**src/rtl/pipe_pkg.sv**
```systemverilog
// Shared pipeline control types: controller state, the wen/flush bundle
// that pipeline register wrappers consume, and default drain depth.
package pipe_pkg;

    localparam int REG_W            = 4;
    localparam int DRAIN_CYCLES_DEF = 3;

    typedef enum logic [1:0] {
        RUN     = 2'd0,
        DSTALL  = 2'd1,
        HALTING = 2'd2,
        HALTED  = 2'd3
    } pipe_state_t;

    typedef struct packed {
        logic pc_wen;
        logic fd_wen;
        logic dx_wen;
        logic xm_wen;
        logic mw_wen;
        logic fd_flush;
        logic dx_flush;
        logic mw_flush;
    } pipe_ctrl_t;

    // A flushed register still needs its wen set so the zero gets loaded.
    localparam pipe_ctrl_t CTRL_RUN   = pipe_ctrl_t'(8'b11111_000);
    localparam pipe_ctrl_t CTRL_DMISS = pipe_ctrl_t'(8'b00001_001);
    localparam pipe_ctrl_t CTRL_IDLE  = pipe_ctrl_t'(8'b00000_000);
    localparam pipe_ctrl_t CTRL_RESET = pipe_ctrl_t'(8'b00000_111);

endpackage

```
**src/rtl/pipeline_ctrl_hazard_detect.sv**
```systemverilog
// Load-use compare: decode sources against a pending load in D/X.
module hazard_detect
    import pipe_pkg::*;
(
    input  logic [REG_W-1:0] d_src1,
    input  logic [REG_W-1:0] d_src2,
    input  logic             d_uses_src1,
    input  logic             d_uses_src2,
    input  logic [REG_W-1:0] x_reg_dest,
    input  logic             x_mem_read,
    input  logic             x_reg_write,
    output logic             load_use
);

    // r0 is hardwired zero, so a load targeting it never produces a value.
    assign load_use = x_mem_read && x_reg_write && (x_reg_dest != '0) &&
                      ((d_uses_src1 && (d_src1 == x_reg_dest)) ||
                       (d_uses_src2 && (d_src2 == x_reg_dest)));

endmodule

```
**src/rtl/pipeline_ctrl.sv**
```systemverilog
// Stall/flush controller for the 5-stage pipe: hazards, branch squash,
// cache-miss freeze and halt drain sequencing.
module pipeline_ctrl
    import pipe_pkg::*;
#(
    parameter int DRAIN_CYCLES = DRAIN_CYCLES_DEF,
    parameter int CNT_W        = 16
) (
    input  logic             clk,
    input  logic             rst,
    input  logic [3:0]       d_src1,
    input  logic [3:0]       d_src2,
    input  logic             d_uses_src1,
    input  logic             d_uses_src2,
    input  logic             d_halt,
    input  logic [3:0]       x_reg_dest,
    input  logic             x_MemRead,
    input  logic             x_RegWrite,
    input  logic             x_branch_taken,
    input  logic             icache_miss,
    input  logic             dcache_miss,
    output logic             pc_wen,
    output logic             fd_wen,
    output logic             dx_wen,
    output logic             xm_wen,
    output logic             mw_wen,
    output logic             fd_flush,
    output logic             dx_flush,
    output logic             mw_flush,
    output logic             halted,
    output logic [CNT_W-1:0] stall_cnt
);

    localparam int DRAIN_W = (DRAIN_CYCLES < 2) ? 1 : $clog2(DRAIN_CYCLES + 1);

    pipe_state_t        state, state_nxt, run_nxt;
    logic [DRAIN_W-1:0] drain_cnt, cnt_nxt;
    pipe_ctrl_t         run_ctrl, ctrl, ctrl_out;
    logic               run_load, halted_c, load_use;

    hazard_detect u_hazard (
        .d_src1      (d_src1),
        .d_src2      (d_src2),
        .d_uses_src1 (d_uses_src1),
        .d_uses_src2 (d_uses_src2),
        .x_reg_dest  (x_reg_dest),
        .x_mem_read  (x_MemRead),
        .x_reg_write (x_RegWrite),
        .load_use    (load_use)
    );

    // Normal-flow decision, also reused on the cycle a D-miss resolves.
    always_comb begin
        run_ctrl = CTRL_RUN;
        run_nxt  = RUN;
        run_load = 1'b0;
        if (dcache_miss) begin
            run_ctrl = CTRL_DMISS;
            run_nxt  = DSTALL;
        end else if (x_branch_taken) begin
            run_ctrl.fd_flush = 1'b1;
            run_ctrl.dx_flush = 1'b1;
        end else if (load_use) begin
            run_ctrl.pc_wen   = 1'b0;
            run_ctrl.fd_wen   = 1'b0;
            run_ctrl.dx_flush = 1'b1;
        end else if (d_halt) begin
            run_ctrl.pc_wen   = 1'b0;
            run_ctrl.fd_flush = 1'b1;
            run_nxt           = HALTING;
            run_load          = 1'b1;
        end else if (icache_miss) begin
            run_ctrl.pc_wen   = 1'b0;
            run_ctrl.fd_flush = 1'b1;
        end
    end

    always_comb begin
        ctrl      = run_ctrl;
        state_nxt = run_nxt;
        cnt_nxt   = run_load ? DRAIN_W'(DRAIN_CYCLES) : drain_cnt;
        halted_c  = 1'b0;
        case (state)
            RUN: ;
            DSTALL: begin
                if (dcache_miss) begin
                    ctrl      = CTRL_DMISS;
                    state_nxt = DSTALL;
                    cnt_nxt   = drain_cnt;
                end
            end
            HALTING: begin
                ctrl          = CTRL_RUN;
                ctrl.pc_wen   = 1'b0;
                ctrl.fd_flush = 1'b1;
                state_nxt     = HALTING;
                cnt_nxt       = drain_cnt;
                if (dcache_miss) begin
                    // X/M waits on the fill, so M/W takes a bubble behind it.
                    ctrl.dx_wen   = 1'b0;
                    ctrl.xm_wen   = 1'b0;
                    ctrl.mw_flush = 1'b1;
                end else if (drain_cnt <= DRAIN_W'(1)) begin
                    cnt_nxt   = '0;
                    state_nxt = HALTED;
                end else begin
                    cnt_nxt = drain_cnt - DRAIN_W'(1);
                end
            end
            HALTED: begin
                ctrl      = CTRL_IDLE;
                state_nxt = HALTED;
                cnt_nxt   = drain_cnt;
                halted_c  = 1'b1;
            end
            default: state_nxt = RUN;
        endcase
    end

    always_ff @(posedge clk) begin
        if (!rst) begin
            state     <= RUN;
            drain_cnt <= '0;
            stall_cnt <= '0;
        end else begin
            state     <= state_nxt;
            drain_cnt <= cnt_nxt;
            if (!ctrl.pc_wen && (state != HALTED) && (stall_cnt != '1))
                stall_cnt <= stall_cnt + 1'b1;
        end
    end

    assign ctrl_out = rst ? ctrl : CTRL_RESET;
    assign halted   = rst & halted_c;

    assign pc_wen   = ctrl_out.pc_wen;
    assign fd_wen   = ctrl_out.fd_wen;
    assign dx_wen   = ctrl_out.dx_wen;
    assign xm_wen   = ctrl_out.xm_wen;
    assign mw_wen   = ctrl_out.mw_wen;
    assign fd_flush = ctrl_out.fd_flush;
    assign dx_flush = ctrl_out.dx_flush;
    assign mw_flush = ctrl_out.mw_flush;

endmodule
```
**config.mk**
```make
export PLATFORM = sky130hd
export DESIGN_NAME = pipeline_ctrl
export DESIGN_NICKNAME = d
export VERILOG_FILES = /design/src/rtl/pipe_pkg.sv /design/src/rtl/pipeline_ctrl_hazard_detect.sv /design/src/rtl/pipeline_ctrl.sv
export SDC_FILE = /design/constraint.sdc
export NUM_CORES = 1
export LEC_CHECK = 0
export ABC_AREA = 1
export CAP_MARGIN = 20
export CELL_PAD_IN_SITES_DETAIL_PLACEMENT = 0
export CELL_PAD_IN_SITES_GLOBAL_PLACEMENT = 1
export CORE_MARGIN = 1
export CORE_UTILIZATION = 33
export DETAILED_ROUTE_END_ITERATION = 7
export GPL_ROUTABILITY_DRIVEN = 0
export GPL_TIMING_DRIVEN = 0
export PLACE_DENSITY = 0.84
export SLEW_MARGIN = 10
export SYNTH_ARGS = -nofsm -noshare
export SYNTH_HDL_FRONTEND = slang
export SYNTH_SLANG_ARGS = --single-unit
```
**constraint.sdc**
```tcl
create_clock -name clk -period 4.25 [get_ports clk]
set_input_delay 0.425 -clock clk [delete_from_list [all_inputs] [get_ports clk]]
set_output_delay 0.425 -clock clk [all_outputs]
set_load 0.03 [all_outputs]
```
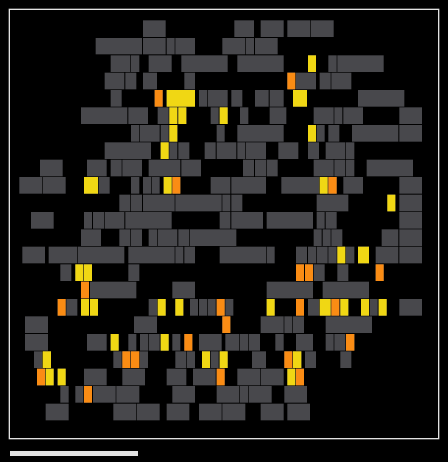
gates.png
Scale bar: 20 µm.
- inv cells: orange (cells 22; most used inv_1)
- nor cells: yellow (cells 35; most used nor2_1)
most frequent logic cell in the layout: nand2_1
fraction of area in multi-input gates: 44.0%
fin cells: 309

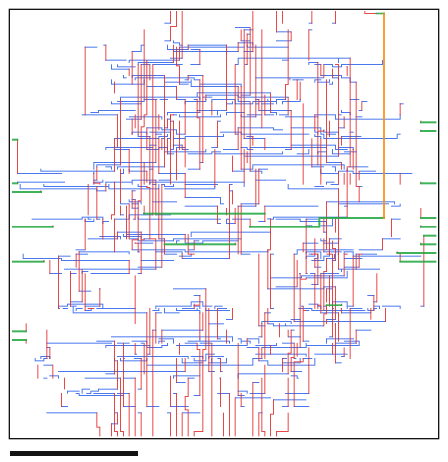
layers.png
Scale bar: 20 µm.
- M1: blue (wire length 1680 µm)
- M4: orange (wire length 32.0 µm)
- M2: red (wire length 1460 µm)
- M3: green (wire length 104 µm)
total wire length: 3.28 mm
total global-route track usage: 16.5%
DR WL/cell: 10.6 µm

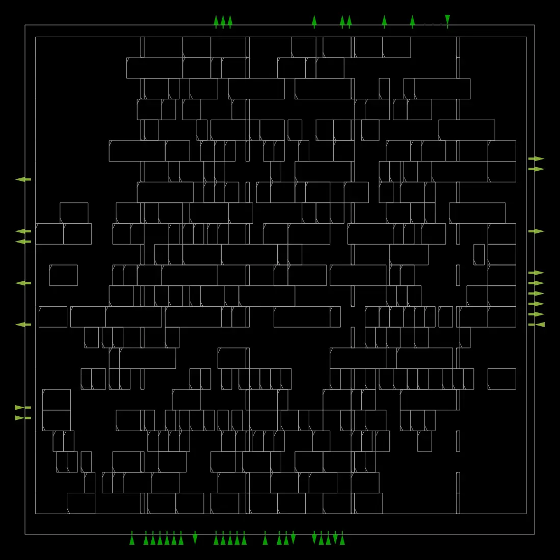
placed.png
Core Util, Final: 48.8%
sequential portion of the cell area: 20.4%

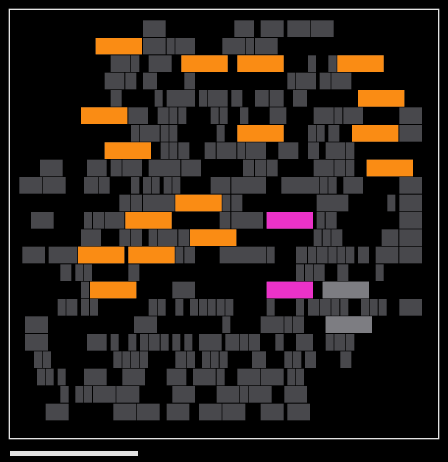
ff_map.png
Scale bar: 20 µm.
- `stall_cnt`: orange (sequential cells 16)
- `drain_cnt`: magenta (sequential cells 2)
P_seq: 0.198 mW
Register Area: 400 µm²

==> results_dict.tcl <==
# place-and-route summary
set metrics [dict create \
    flop_cell "dfxtp_1" \
    cp-start-kind "primary input" \
    synth_nets 232 \
    ioPinCount 47 \
    post_dp_cell_area_mm2 0.00191 \
    root_buffer "clkbuf_8" \
    min_to "drain_cnt[0]" \
    critPathKind "primary input to primary output" \
    crit_chain "clkdlybuf4s50_1 > nor2_1 > nor2_1 > nor2_1 > nand3_1 > nand2_1 > nand3_1 > nand3_2 > buf_2 > nor2_1 > clkdlybuf4s50_1" \
    final-max-slew-violation-count 0 \
    holdPathStages 2 \
    worst_slack_ns 1.16 \
    dominant_cells "logic gates" \
    internal-power_mw 0.325 \
    area.growth.synth_to_final_pct 41.7 \
    num_antenna_cells 0 \
    async_flop_share_pct 0 \
    place_inst 305 \
    fillers 419 \
    p_leak_nw 0.729 \
    dpl.hpwl_mm 2.53 \
    comb_area_um2 865 \
    clock_skew_ns 0.00604 \
    regToRegStartpoint "stall_cnt[0]" \
    aoi_share_pct 14.0 \
    cts.sinks 20 \
    via_per_inst 4.63 \
    n_tap_cell 50 \
    hold_buffers 0 \
    die_x_um 66.8 \
    antenna_found_initial 0 \
    hold_violations 0 \
    detail_route.iter0.violations 82 \
    logic_family "simple AND/OR/NAND/NOR gates" \
    yosysChipArea_mm2 0.00139 \
    status "finished clean" \
    flop-count 20 \
    adder_share_pct 0.902 \
    grt_max_degree 12 \
    fp.coreArea_mm2 0.00403 \
    power-top-group "registers" \
    antenna_left 0 \
    clkbuf_count 4 \
    pwr-share-comb_pct 23.9 \
    finalInstanceArea_mm2 0.00197 \
    synth_warnings 0 \
    die_h_um 66.8 \
    final_nets 283 \
    arrival_ns 2.66 \
    p_clk_mw 0.147 \
    synth_area_mm2 0.00139 \
    nonClockBufferCount 52 \
    io_buffer_count 46 \
    n_all_inverters 22 \
    ir_drop_v 0.000112 \
    synthXorXnorAreaFrac_pct 10.1 \
    power.share.sequential_pct 43.6 \
    drcViolationCount 0 \
    synthDistinctLibCells 30 \
    cts_tree "built" \
    grt-ovfl-total 0 \
    clock_cell_area_share_pct 2.80 \
    synth.avg_cell_area_um2 6.64 \
]
-- registers in the layout, summed over array words and instances, names as in the netlist --
name and cells:
drain_cnt 2, stall_cnt 16, state 2
-- critical path: cells and delay by family --
family	cells	cell delay (ns)
buffers and inverters	3	1.47
and+or+nand+nor	8	0.76
-- cells by family after synthesis --
| logic type | count (synthesis) |
|---|---|
| AOI/OAI and AO/OA | 28 |
| xor gates and xnor gates | 16 |
| adders and majority gates | 1 |
| buffers and inverters | 28 |
| DFF | 20 |
| and+or+nand+nor | 116 |
-- routing by layer --
metal | GRT usage, % | up-vias | wire (µm)
met2 | 27.3 | 24 | 1460
met4 | 3.99 | 0 | 31
met1 | 21.8 | 632 | 1680
met3 | 3.08 | 2 | 103
met5 | 0 | - | 0
li1 | - | 773 | -
Power and IR drop assume default switching activity.
